**Run 1: met1 routing**

The bar under the picture is 20 um long.
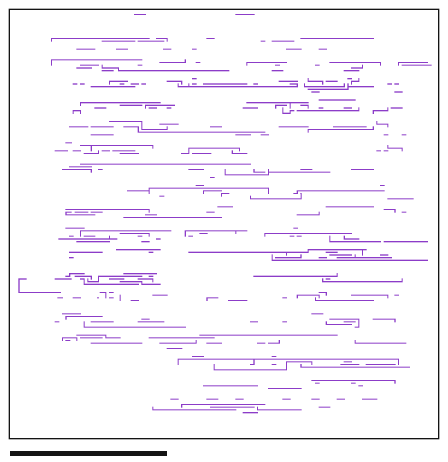
**Run 1: met2 routing**

The bar under the picture is 20 um long.
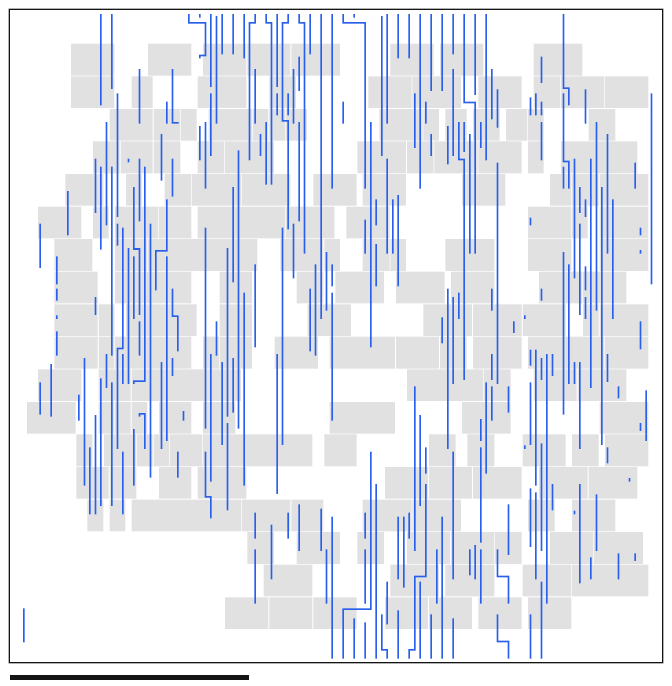
**Run 1: M3 wires**

The bar under the picture is 20 um long.
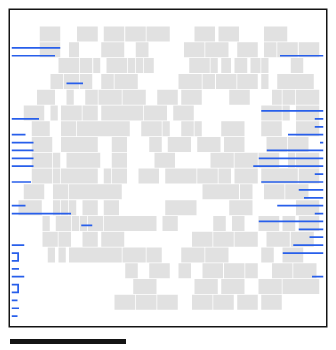
==> config.mk <==
export PLATFORM = sky130hd
export DESIGN_NAME = sram_arbiter
export DESIGN_NICKNAME = d
export VERILOG_FILES = /design/src/rtl/sram_arbiter.sv
export SDC_FILE = /design/constraint.sdc
export NUM_CORES = 1
export LEC_CHECK = 0
export ABC_AREA = 1
export CAP_MARGIN = 20
export CORE_UTILIZATION = 21
export CTS_BUF_LIST = sky130_fd_sc_hd__clkbuf_4
export CTS_CLUSTER_SIZE = 30
export DETAILED_ROUTE_END_ITERATION = 10
export GPL_TIMING_DRIVEN = 1
export PLACE_DENSITY_LB_ADDON = 0.12
export SLEW_MARGIN = 20
export SYNTH_ARGS = -nofsm -noshare
export SYNTH_HDL_FRONTEND = slang
export SYNTH_SLANG_ARGS = --single-unit
export TNS_END_PERCENT = 10
==> constraint.sdc <==
create_clock -name clk -period 1.1 [get_ports clk]
set_input_delay 0.275 -clock clk [delete_from_list [all_inputs] [get_ports clk]]
set_output_delay 0.275 -clock clk [all_outputs]
set_load 0.03 [all_outputs]
==> src/rtl/sram_arbiter.sv <==
// Two-port arbiter in front of a single-port SRAM with lock/ownership; SRAM_ARB_RR_EN selects round-robin, else fixed priority to port 0.
// Zero-cycle grant (ready depends only on valids and ownership); read data returns one cycle after acceptance.
// A requester is held off simply by withholding its ready; there is no queueing.
module sram_arbiter #(
  parameter  int WIDTH = 8,
  parameter  int DEPTH = 2048,
  localparam int AW    = $clog2(DEPTH)
) (
  input  logic             clk,
  input  logic             rst,
  input  logic             p0_valid,
  input  logic             p1_valid,
  output logic             p0_ready,
  output logic             p1_ready,
  input  logic             p0_wr,
  input  logic             p1_wr,
  input  logic             p0_lock,
  input  logic             p1_lock,
  input  logic [AW-1:0]    p0_addr,
  input  logic [AW-1:0]    p1_addr,
  input  logic [WIDTH-1:0] p0_wdata,
  input  logic [WIDTH-1:0] p1_wdata,
  output logic             p0_rvalid,
  output logic             p1_rvalid,
  output logic [WIDTH-1:0] rdata,
  output logic [AW-1:0]    sram_addr,
  output logic             sram_rd_o_wr,
  output logic [WIDTH-1:0] sram_wdata,
  input  logic [WIDTH-1:0] sram_rdata
);

  logic own_vld;
  logic own_id;
  logic own_active;
  logic g0;
  logic g1;

`ifdef SRAM_ARB_RR_EN
  logic last_gnt;
`endif

  // An owner that drops valid forfeits its claim in the same cycle.
  assign own_active = own_vld & (own_id ? p1_valid : p0_valid);

  always_comb begin
    g0 = 1'b0;
    g1 = 1'b0;
    if (!rst) begin
      if (own_active) begin
        g0 = ~own_id;
        g1 = own_id;
      end else if (p0_valid && p1_valid) begin
`ifdef SRAM_ARB_RR_EN
        g0 = last_gnt;
        g1 = ~last_gnt;
`else
        g0 = 1'b1;
`endif
      end else begin
        g0 = p0_valid;
        g1 = p1_valid;
      end
    end
  end

  assign p0_ready = g0;
  assign p1_ready = g1;
  assign rdata    = sram_rdata;

  always_comb begin
    sram_addr    = '0;
    sram_rd_o_wr = 1'b0;
    sram_wdata   = '0;
    if (g0) begin
      sram_addr    = p0_addr;
      sram_rd_o_wr = p0_wr;
      sram_wdata   = p0_wdata;
    end else if (g1) begin
      sram_addr    = p1_addr;
      sram_rd_o_wr = p1_wr;
      sram_wdata   = p1_wdata;
    end
  end

  always_ff @(posedge clk or posedge rst) begin
    if (rst) begin
      own_vld   <= 1'b0;
      own_id    <= 1'b0;
      p0_rvalid <= 1'b0;
      p1_rvalid <= 1'b0;
    end else begin
      p0_rvalid <= g0 & ~p0_wr;
      p1_rvalid <= g1 & ~p1_wr;
      if (g0 || g1) begin
        own_vld <= g0 ? p0_lock : p1_lock;
        own_id  <= g1;
      end else if (own_vld) begin
        // No grant while owned means the owner went idle.
        own_vld <= 1'b0;
      end
    end
  end

`ifdef SRAM_ARB_RR_EN
  always_ff @(posedge clk or posedge rst) begin
    if (rst) begin
      last_gnt <= 1'b1;
    end else if (g0 || g1) begin
      last_gnt <= g1;
    end
  end
`endif

endmodule

==> flow_summary.json, run 1 <==
{
  "top_area_share_pct": 29.2,
  "insertedDiodeCount": 0,
  "crit_path_top_delay_cell": "dfrtp_1",
  "layout_setup_ws_ns": -0.511,
  "yosysTopAreaCell": "nand2_1",
  "syn2layout_area_growth_pct": 182,
  "synth-seq-cells": 4,
  "ys_seq_share_pct": 17.3,
  "grt_max_degree": 27,
  "synth.comb.largest_family": "simple AND/OR/NAND/NOR gates",
  "drv_slew": 0,
  "avgViaCountPerCell": 4.51,
  "setup_viol": 25,
  "worstSkewPairLatency_ns": 0.24,
  "grt_usage_pct": 17.7,
  "clock-skew-final_ns": 0.00429,
  "drive_gt1_share_pct": 54.4,
  "xor_area_share_pct": 0,
  "adder_share_pct": 0,
  "synth_nets": 152,
  "place_ws_ns": -0.811,
  "cp_top_family": "flip-flops",
  "antenna_found_initial": 0,
  "clkSinkCount": 4,
  "ff2ff_setup_slack_ns": -0.10,
  "violations": "negative setup slack",
  "tns_ns": -10.81,
  "clkSlewWorstSetupHoldPaths_ns": 0.04,
  "synth_area_um2": 578,
  "rsz0062_at_grt": "true",
  "fin_crit_sh_pct": 146,
  "io_buffers": 69,
  "path_cells": "nand3_4 > o21ai_4 > buf_8 > nand3_1 > nand2_2 > buf_6",
  "critPathMaxFanout": 10,
  "leakagePower_nw": 0.738,
  "die_h_um": 54.5,
  "outcome": "finished with violations",
  "antenna_left": 0,
  "critPathCaptureType": "primary output",
  "synthTopCellsByArea": "nand2_1, dfrtp_1, nand3_1",
  "slew_headroom_pct": 85.1,
  "total_power_w": 0.00105,
  "htreeDepth": 1,
  "ys_chip_area_um2": 578,
  "path_class": "reg -> out",
  "postCtsHoldBufs": 0,
  "crit_arrival_ns": 1.34,
  "critPathRequiredTime_ns": 0.82,
  "nets": 227,
  "fin_crit_ns": 1.61,
  "core_um2": 2540,
  "fmax_mhz": 621,
  "clk_path_buf_depth": 2,
  "initCoreUtil_pct": 22.7,
  "io_pins": 86,
  "gp_congestion": 0.703,
  "maxCapViolCount": 0,
  "min_path_type": "in -> async",
  "slowest_delay_ns": 0.39,
  "dpl.hpwl_um": 1780,
  "dr.pass1.iters": 4,
  "placed_cells": 190,
  "cts_buffers": 3,
  "die_x_um": 54.5,
  "cp-start-kind": "flip-flop",
  "ir_drop_mv": 0.662,
  "ys_sh_aoi_pct": 2.81,
  "crit_buf_inv": 2,
  "grt_pass1_wl_um": 3680,
  "synthCells": 98,
  "yosysWarnings": 0,
  "tightest_slew_ns": 0.224,
  "ys_sh_mux_pct": 0,
  "dieArea_um2": 2970,
  "warnings": 29,
  "simple_gate_share_pct": 53.9,
  "root_buffer": "clkbuf_4",
  "grt-ovfl-total": 0,
  "rows": 18,
  "ys_cells": 98,
  "cts_tree": "yes",
  "drcViolationCount": 0,
  "dr.first_iter.drc_count": 3,
  "final_cells": 201,
  "power_density_nw_per_um2": 645,
  "wl_per_cell_um": 13.1,
  "synth_cell_types": 12,
  "hold_viol": 0,
  "postSynthAreaPerCell_um2": 5.90,
  "grt_pass1_vias": 837
}
Back to the opening pictures, 'met1 routing':
share of all routed wire	36%
wire length on this layer	957 um
main direction	horizontal

Back to the opening pictures, 'met2 routing':
share of all routed wire	55%
longest straight run	25.3 um
nets with wire on the layer	193

Back to the opening pictures, 'M3 wires':
share of all routed wire	6.9%
wire length on this layer	183 um
nets with wire on the layer	38
Detailed Route WL: 2640 um
detailed-route via count: 907

run 1: placed cells by master (no fill, tap or decap), types with 4 or more instances in the layout:
master,instances
nand2_4,9
nand2_2,22
nand3_4,6
inv_1,5
buf_4,11
nand2_1,14
buf_6,24
dfrtp_1,4
nand3_2,11
clkdlybuf4s50_1,42
nand3_1,5
run 1: worst reg2reg max path, stage by stage (launching register included):
cell,delay [ns]
dfrtp_1,0.39
nand3_4,0.12
nand3_4,0.15
buf_4,0.18
buf_6,0.11
nand2_1,0.05
inv_1,0.03
nor2_1,0.09
run 1: logic make-up (layout without fill, tap and decap cells):
| kind of cell | count (synthesis) | in the layout |
|---|---|---|
| buffers and inverters | 21 | 94 |
| DFF | 4 | 4 |
| and+or+nand+nor | 71 | 71 |
| AOI/OAI and AO/OA | 2 | 2 |
run 1: synthesized netlist by cell type:
cell type,n
nand4_1,1
dfrtp_1,4
nand3_1,19
nor2_1,3
o21ai_2,1
inv_1,5
nand3_2,3
nand2_1,45
o21a_1,1
buf_6,5
inv_2,2
buf_4,9
run 1: per-stage QoR:
stage	area (um2)	util, %	hold WS, ns
finish	1630	64.0	0.234
global route	1630	64.0	0.234
CTS	1610	63.4	0.219
detailed placement	1300	51.2	0.517
global placement	1300	51.2	0.493
floorplan	702	-	0.225
run 1: final cells by class:
type,count,area (um2)
multi-input combinational,73,573
timing repair buffer,83,851
timing repair inverter,1,11.3
inverter,7,33.8
fill,207,916
tap,30,37.5
clock buffer,3,22.5
sequential,4,100
run 1: registers in the layout (all words and copies together) (netlist names):
name,flops
p0_rvalid,1
own_id,1
p1_rvalid,1
own_vld,1
run 1: path summary, 6_finish.rpt:
| kind | start | to | depth (start not counted) |
|---|---|---|---|
| min | rst | p0_rvalid | 3 |
| min reg2reg | own_id | own_id | 4 |
| max | own_id | sram_wdata[2] | 6 |
| min in group clk | sram_rdata[1] | rdata[1] | 0 |
| max reg2reg | own_vld | own_vld | 7 |
| max in group asynchronous | rst | own_vld | 4 |
run 1: repair_timing:
| item | in CTS | in global routing |
|---|---|---|
| pin swaps | 13 | 5 |
| buffers inserted | 5 | 3 |
| gates resized | 53 | 13 |
| endpoints found under the setup margin | 25 | 25 |
| gates cloned | 3 | 0 |
run 1: report_power, final:
group          internal (W)  total, W  switching [W]
clock              0.000122  0.000188      0.0000652
sequential         0.000159  0.000168     0.00000958
combinational      0.000359  0.000695       0.000336
total              0.000640   0.00105       0.000410
run 1: routing by layer:
layer  global-route usage, %  vias to the layer above  part of all wire [%]
li1                        -                      448                     -
met1                    19.3                      417                    36
met2                    33.9                       36                    55
met3                    2.22                        6                   6.9
met4                    6.41                        0                   1.4
met5                       0                        -                     0
--- run 2 (diff from run 1) ---
SLEW_MARGIN = 15   (was 20)
**Run 2: met2 routing**

The bar under the picture is 20 um long.
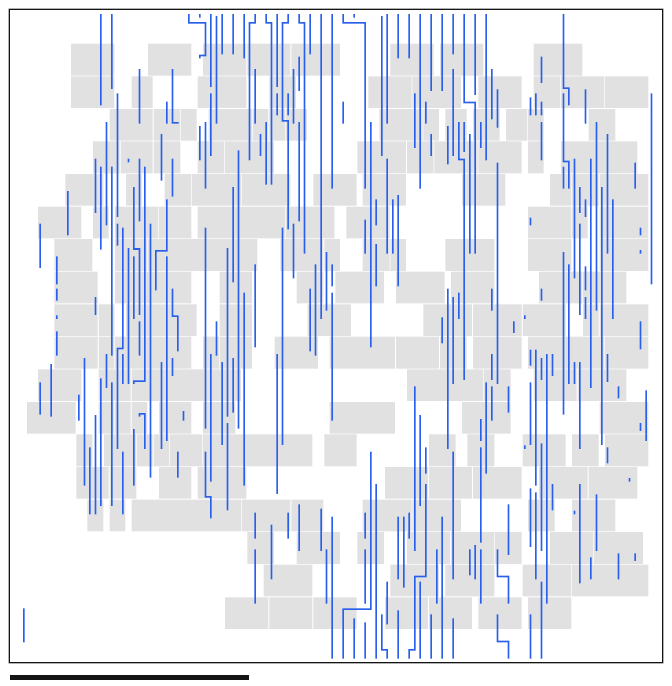
nets with wire on the layer	193
wire length on this layer	1460 um
main direction	vertical
share of all routed wire	55%
GR Util met2: 33.9%

==> flow_summary.json, run 2 <==
{
  "root_buffer": "clkbuf_4",
  "synth_area_um2": 578,
  "final_cell_mix": "clkdlybuf4s50_1, buf_6, nand2_2",
  "total_power_w": 0.00105,
  "dr.pass1.iters": 4,
  "ir_drop_mv": 0.662,
  "critPathMaxFanout": 10,
  "avgViaCountPerCell": 4.51,
  "gp_congestion": 0.703,
  "ys_seq_share_pct": 17.3,
  "tightest_slew_ns": 0.224,
  "grt_usage_pct": 17.7,
  "core_um2": 2540,
  "io_pins": 86,
  "routed_wl_um": 2640,
  "io_buffers": 69,
  "postCtsHoldBufs": 0,
  "yosysWarnings": 0,
  "htreeDepth": 1,
  "grt_pass1_vias": 837,
  "die_h_um": 54.5,
  "antenna_left": 0,
  "flop_cell": "dfrtp_1",
  "violations": "negative setup slack",
  "grt_pass1_wl_um": 3680,
  "maxCapViolCount": 0,
  "fin_crit_ns": 1.61,
  "yosysTopAreaCell": "nand2_1",
  "synthCells": 98,
  "insertedDiodeCount": 0,
  "syn2layout_area_growth_pct": 182,
  "setup_viol": 25,
  "rows": 18,
  "synthTopCellsByCount": "nand2_1, nand3_1, buf_4, buf_6, inv_1",
  "ys_cells": 98,
  "fin_util_pct": 64.0,
  "clock-skew-final_ns": 0.00429,
  "grt-ovfl-total": 0,
  "drv_slew": 0,
  "outcome": "finished with violations",
  "warnings": 29,
  "layout_setup_ws_ns": -0.511,
  "cts_buffers": 3,
  "drcViolationCount": 0,
  "num_vias": 907,
  "async_reset_ff_share_pct": 100,
  "layout_top_cell": "clkdlybuf4s50_1",
  "critPathCaptureType": "primary output",
  "crit_arrival_ns": 1.34,
  "clk_path_buf_depth": 2,
  "grt_max_degree": 27,
  "clkSlewWorstSetupHoldPaths_ns": 0.04,
  "cts_tree": "yes",
  "fmax_mhz": 621,
  "nets": 227,
  "dieArea_um2": 2970,
  "clkSinkCount": 4,
  "slew_headroom_pct": 85.1,
  "worstSkewPairLatency_ns": 0.24,
  "tns_ns": -10.81,
  "top_area_share_pct": 29.2,
  "edf_count": 0,
  "rsz0062_at_grt": "true",
  "die_x_um": 54.5,
  "fin_crit_sh_pct": 146,
  "path_class": "reg -> out",
  "synth_cell_types": 12,
  "power_density_nw_per_um2": 645,
  "initCoreUtil_pct": 22.7,
  "antenna_found_initial": 0,
  "placed_area_um2": 1300,
  "synthTopCellsByArea": "nand2_1, dfrtp_1, nand3_1",
  "critPathRequiredTime_ns": 0.82,
  "synth-seq-cells": 4,
  "drive_gt1_share_pct": 54.4,
  "hold_viol": 0
}
run 2: cell counts in the layout (fill, tap and decap cells not counted):
No cell type changed its count.
run 2: final timing paths:
kind	from	endpoint	slack, ns	cells after the start
worst max-delay path	own_id	sram_wdata[2]	-0.51	6
worst min-delay path	rst	p0_rvalid	0.23	3
worst max register to register	own_vld	own_vld	-0.10	7
worst min register to register	own_id	own_id	0.77	4
max in group asynchronous	rst	own_vld	0.60	4
min in group clk	sram_rdata[1]	rdata[1]	0.55	0
run 2: stage by stage:
step / hold slack (ns) / cells / setup slack, ns
CTS: 0.219 / 201 / -0.554
detailed placement: 0.517 / 190 / -0.811
finish: 0.234 / 201 / -0.511
global route: 0.234 / 201 / -0.580
floorplan: 0.225 / 98 / -0.161
global placement: 0.493 / 190 / -0.769
run 2: critical path, stage by stage, from the launching register on:
cell     delay [ns]
dfrtp_1        0.39
nand3_4        0.12
o21ai_4        0.11
buf_8          0.18
nand3_1        0.09
nand2_2        0.08
buf_6          0.13
run 2: what timing repair did:
item	in CTS	in global routing
endpoints found under the setup margin	25	25
buffers inserted	5	3
gates resized	53	13
hold endpoints to repair	0	0
pin swaps	13	5
gates cloned	3	0
run 2: logic make-up (layout without fill, tap and decap cells):
| family | after synthesis | after routing | share of synthesized area [%] |
|---|---|---|---|
| DFF | 4 | 4 | 17.3 |
| buffers and inverters | 21 | 94 | 26.0 |
| and+or+nand+nor | 71 | 71 | 53.9 |
| AOI/OAI and AO/OA | 2 | 2 | 2.81 |
run 2: metal layers:
| layer | wire length (um) | up-vias | global-route usage (%) |
|---|---|---|---|
| met2 | 1460 | 36 | 33.9 |
| li1 | - | 448 | - |
| met4 | 36 | 0 | 6.41 |
| met1 | 956 | 417 | 19.3 |
| met3 | 182 | 6 | 2.22 |
| met5 | 0 | - | 0 |
run 2: cell type report:
cell class	count	area, um2
inverter	7	33.8
tap	30	37.5
timing repair inverter	1	11.3
multi-input combinational	73	573
clock buffer	3	22.5
timing repair buffer	83	851
sequential	4	100
fill	207	916
run 2: where the power goes:
| group | internal, W | total (W) | switching [W] | leakage, nW |
|---|---|---|---|---|
| registers | 0.000159 | 0.000168 | 0.00000958 | 0.0524 |
| clock network | 0.000122 | 0.000188 | 0.0000652 | 0.0138 |
| logic | 0.000359 | 0.000695 | 0.000336 | 0.671 |
**Run 2: met1 routing**

The bar under the picture is 20 um long.
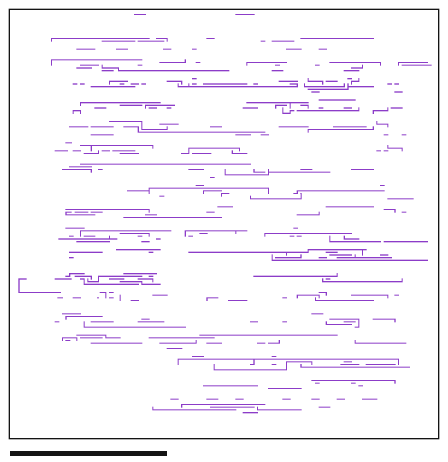

--- run 3 (diff from run 2) ---
CAP_MARGIN = not set   (was 20)
HOLD_SLACK_MARGIN = 0.02   (was not set)
REMOVE_ABC_BUFFERS = 1   (was not set)
**Run 3: met1 routing**

The bar under the picture is 20 um long.
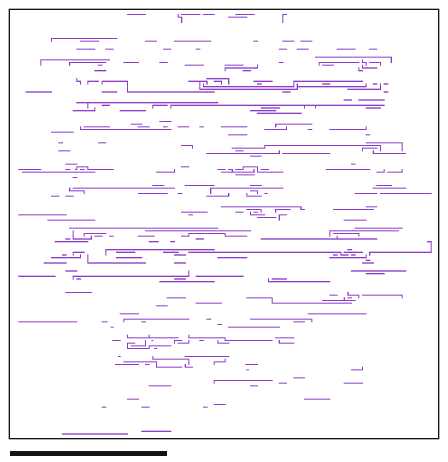
met1 Usage GRT: 15.6%
detailed-route via count: 900

==> flow_summary.json, run 3 <==
{
  "io_buffers": 69,
  "wl_per_cell_um": 12.6,
  "crit_arrival_ns": 1.32,
  "core_um2": 2540,
  "tightest_slew_ns": 0.235,
  "cts_buffers": 3,
  "dieArea_um2": 2970,
  "io_pins": 86,
  "grt_usage_pct": 14.9,
  "path_class": "reg -> out",
  "clkSlewWorstSetupHoldPaths_ns": 0.04,
  "crit_top_cell": "buf_6",
  "dpl.hpwl_um": 1690,
  "warnings": 27,
  "nets": 224,
  "critPathRequiredTime_ns": 0.82,
  "stdcell_area_um2": 1430,
  "htreeDepth": 1,
  "slowest_delay_ns": 0.38,
  "dr.first_iter.drc_count": 15,
  "layout_setup_ws_ns": -0.494,
  "root_buffer": "clkbuf_4",
  "rsz0062_at_grt": "true",
  "grt_max_degree": 22,
  "yosysWarnings": 0,
  "hold_viol": 0,
  "ys_chip_area_um2": 578,
  "drv_slew": 0,
  "grt_pass1_vias": 786,
  "cp_top_family": "flip-flops",
  "routed_wl_um": 2500,
  "cts_tree": "yes",
  "violations": "negative setup slack",
  "place_ws_ns": -0.720,
  "synthCells": 98,
  "worstSkewPairLatency_ns": 0.23,
  "top_area_share_pct": 29.2,
  "initCoreUtil_pct": 22.7,
  "leakagePower_nw": 0.725,
  "synthTopCellsByArea": "nand2_1, dfrtp_1, nand3_1",
  "layout_top_cell": "clkdlybuf4s50_1",
  "avgViaCountPerCell": 4.55,
  "fin_util_pct": 56.2,
  "final_cell_mix": "clkdlybuf4s50_1, nand2_1, buf_6",
  "postCtsHoldBufs": 0,
  "ys_cells": 98,
  "fin_crit_sh_pct": 145,
  "setup_viol": 23,
  "gp_congestion": 0.703,
  "dr.pass1.iters": 3,
  "ir_drop_mv": 0.385,
  "placed_area_um2": 1180,
  "clkSinkCount": 4,
  "postSynthAreaPerCell_um2": 5.90,
  "drcViolationCount": 0,
  "min_path_type": "in -> async",
  "antenna_found_initial": 0,
  "slew_headroom_pct": 84.3,
  "yosysTopAreaCell": "nand2_1",
  "outcome": "finished with violations",
  "syn2layout_area_growth_pct": 148,
  "r2r_cells": 6,
  "die_h_um": 54.5,
  "synth_cell_types": 12,
  "grt-ovfl-total": 0,
  "grt_pass1_wl_um": 3240,
  "critPathMaxFanout": 6,
  "cp.depth": 6,
  "clk_path_buf_depth": 2,
  "power_density_nw_per_um2": 671,
  "tns_ns": -10.39,
  "maxCapViolCount": 0,
  "path_cells": "nand3_4 > o21ai_4 > buf_6 > nand3_1 > nand2_1 > buf_6",
  "antenna_left": 0,
  "crit_path_top_delay_cell": "dfrtp_1",
  "flop_cell": "dfrtp_1",
  "fin_crit_ns": 1.59,
  "synth_top_cell_by_count": "nand2_1",
  "cp-start-kind": "flip-flop",
  "rows": 18,
  "insertedDiodeCount": 0,
  "synth-seq-cells": 4,
  "critPathCaptureType": "primary output",
  "ys_seq_share_pct": 17.3,
  "drive_gt1_share_pct": 33.9,
  "fmax_mhz": 627,
  "edf_count": 0,
  "async_reset_ff_share_pct": 100,
  "crit_buf_inv": 2,
  "synthTopCellsByCount": "nand2_1, nand3_1, buf_4, buf_6, inv_1",
  "clock-skew-final_ns": 0.00628,
  "die_x_um": 54.5
}
-- run 3: cell counts after synthesis --
Identical to the previous run, type by type.
-- run 3: timing repair --
action / in CTS / in global routing
endpoints found under the setup margin: 25 / 25
pin swaps: 11 / 8
buffers inserted: 3 / 1
gates cloned: 1 / 3
resized: 28 / 28
-- run 3: tightest hold or removal path, stage by stage --
cell,delay (ns)
dlymetal6s2s_1,0.13
inv_2,0.09
buf_6,0.20
-- run 3: logic make-up (layout without fill, tap and decap cells) --
kind of cell    after synthesis  after routing  share of synthesized area [%]
simple gates                 71             71                           53.9
buf+inv                      21             91                           26.0
flops                         4              4                           17.3
compound gates                2              2                           2.81
-- run 3: cell type report --
cell class	count	area, um2
Fill cell	247	1110
Timing Repair inverter	2	15.0
Inverter	7	33.8
Clock buffer	3	22.5
Tap cell	30	37.5
Timing Repair Buffer	79	817
Sequential cell	4	100
Multi-Input combinational cell	73	405
-- run 3: through the flow --
stage,cells,hold WS [ns],total power [W]
floorplan,84,0.137,0.000377
finish,198,0.110,0.000960
CTS,196,0.373,0.000942
detailed placement,189,0.503,0.000676
global placement,189,0.490,0.000672
global route,198,0.129,0.00102
-- run 3: worst paths after layout --
kind / from / to / slack, ns
hold / removal: rst / own_id / 0.11
hold reg to reg: own_id / own_id / 0.54
setup reg to reg: own_vld / own_vld / -0.03
min in group clk: own_id / own_id / 0.54
setup / recovery: own_id / sram_addr[4] / -0.49
max in group asynchronous: rst / p0_rvalid / 0.83
-- run 3: layer usage --
metal	track usage (%)	vias up	part of all wire, %
met2	28.3	44	56
met4	3.85	0	0.56
met5	0	-	0
met3	4.72	2	6.6
li1	-	444	-
met1	15.6	410	37
-- run 3: report_power, final --
part / internal (W) / leakage (nW) / switching, W / total, W
logic: 0.000318 / 0.658 / 0.000291 / 0.000608
clock network: 0.000122 / 0.0138 / 0.0000621 / 0.000184
registers: 0.000158 / 0.0524 / 0.00000903 / 0.000167

==> screenshots <==
Routing congestion.
panel A
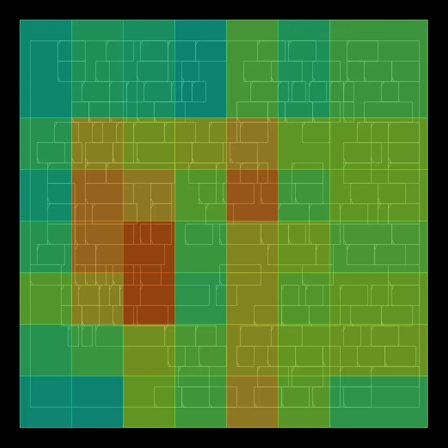
panel B
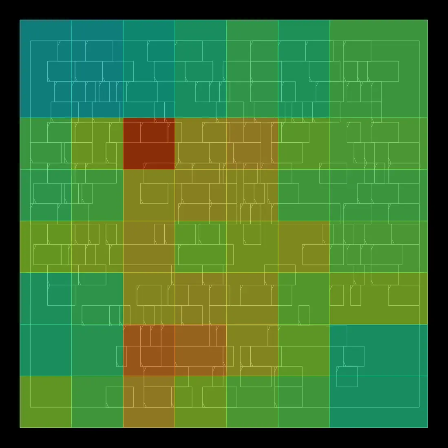
- highest track usage: panel A
| from | picture |
|---|---|
| run 1 | panel A |
| run 3 | panel B |

No activity file was given, so power comes from the tool's default toggle rates.
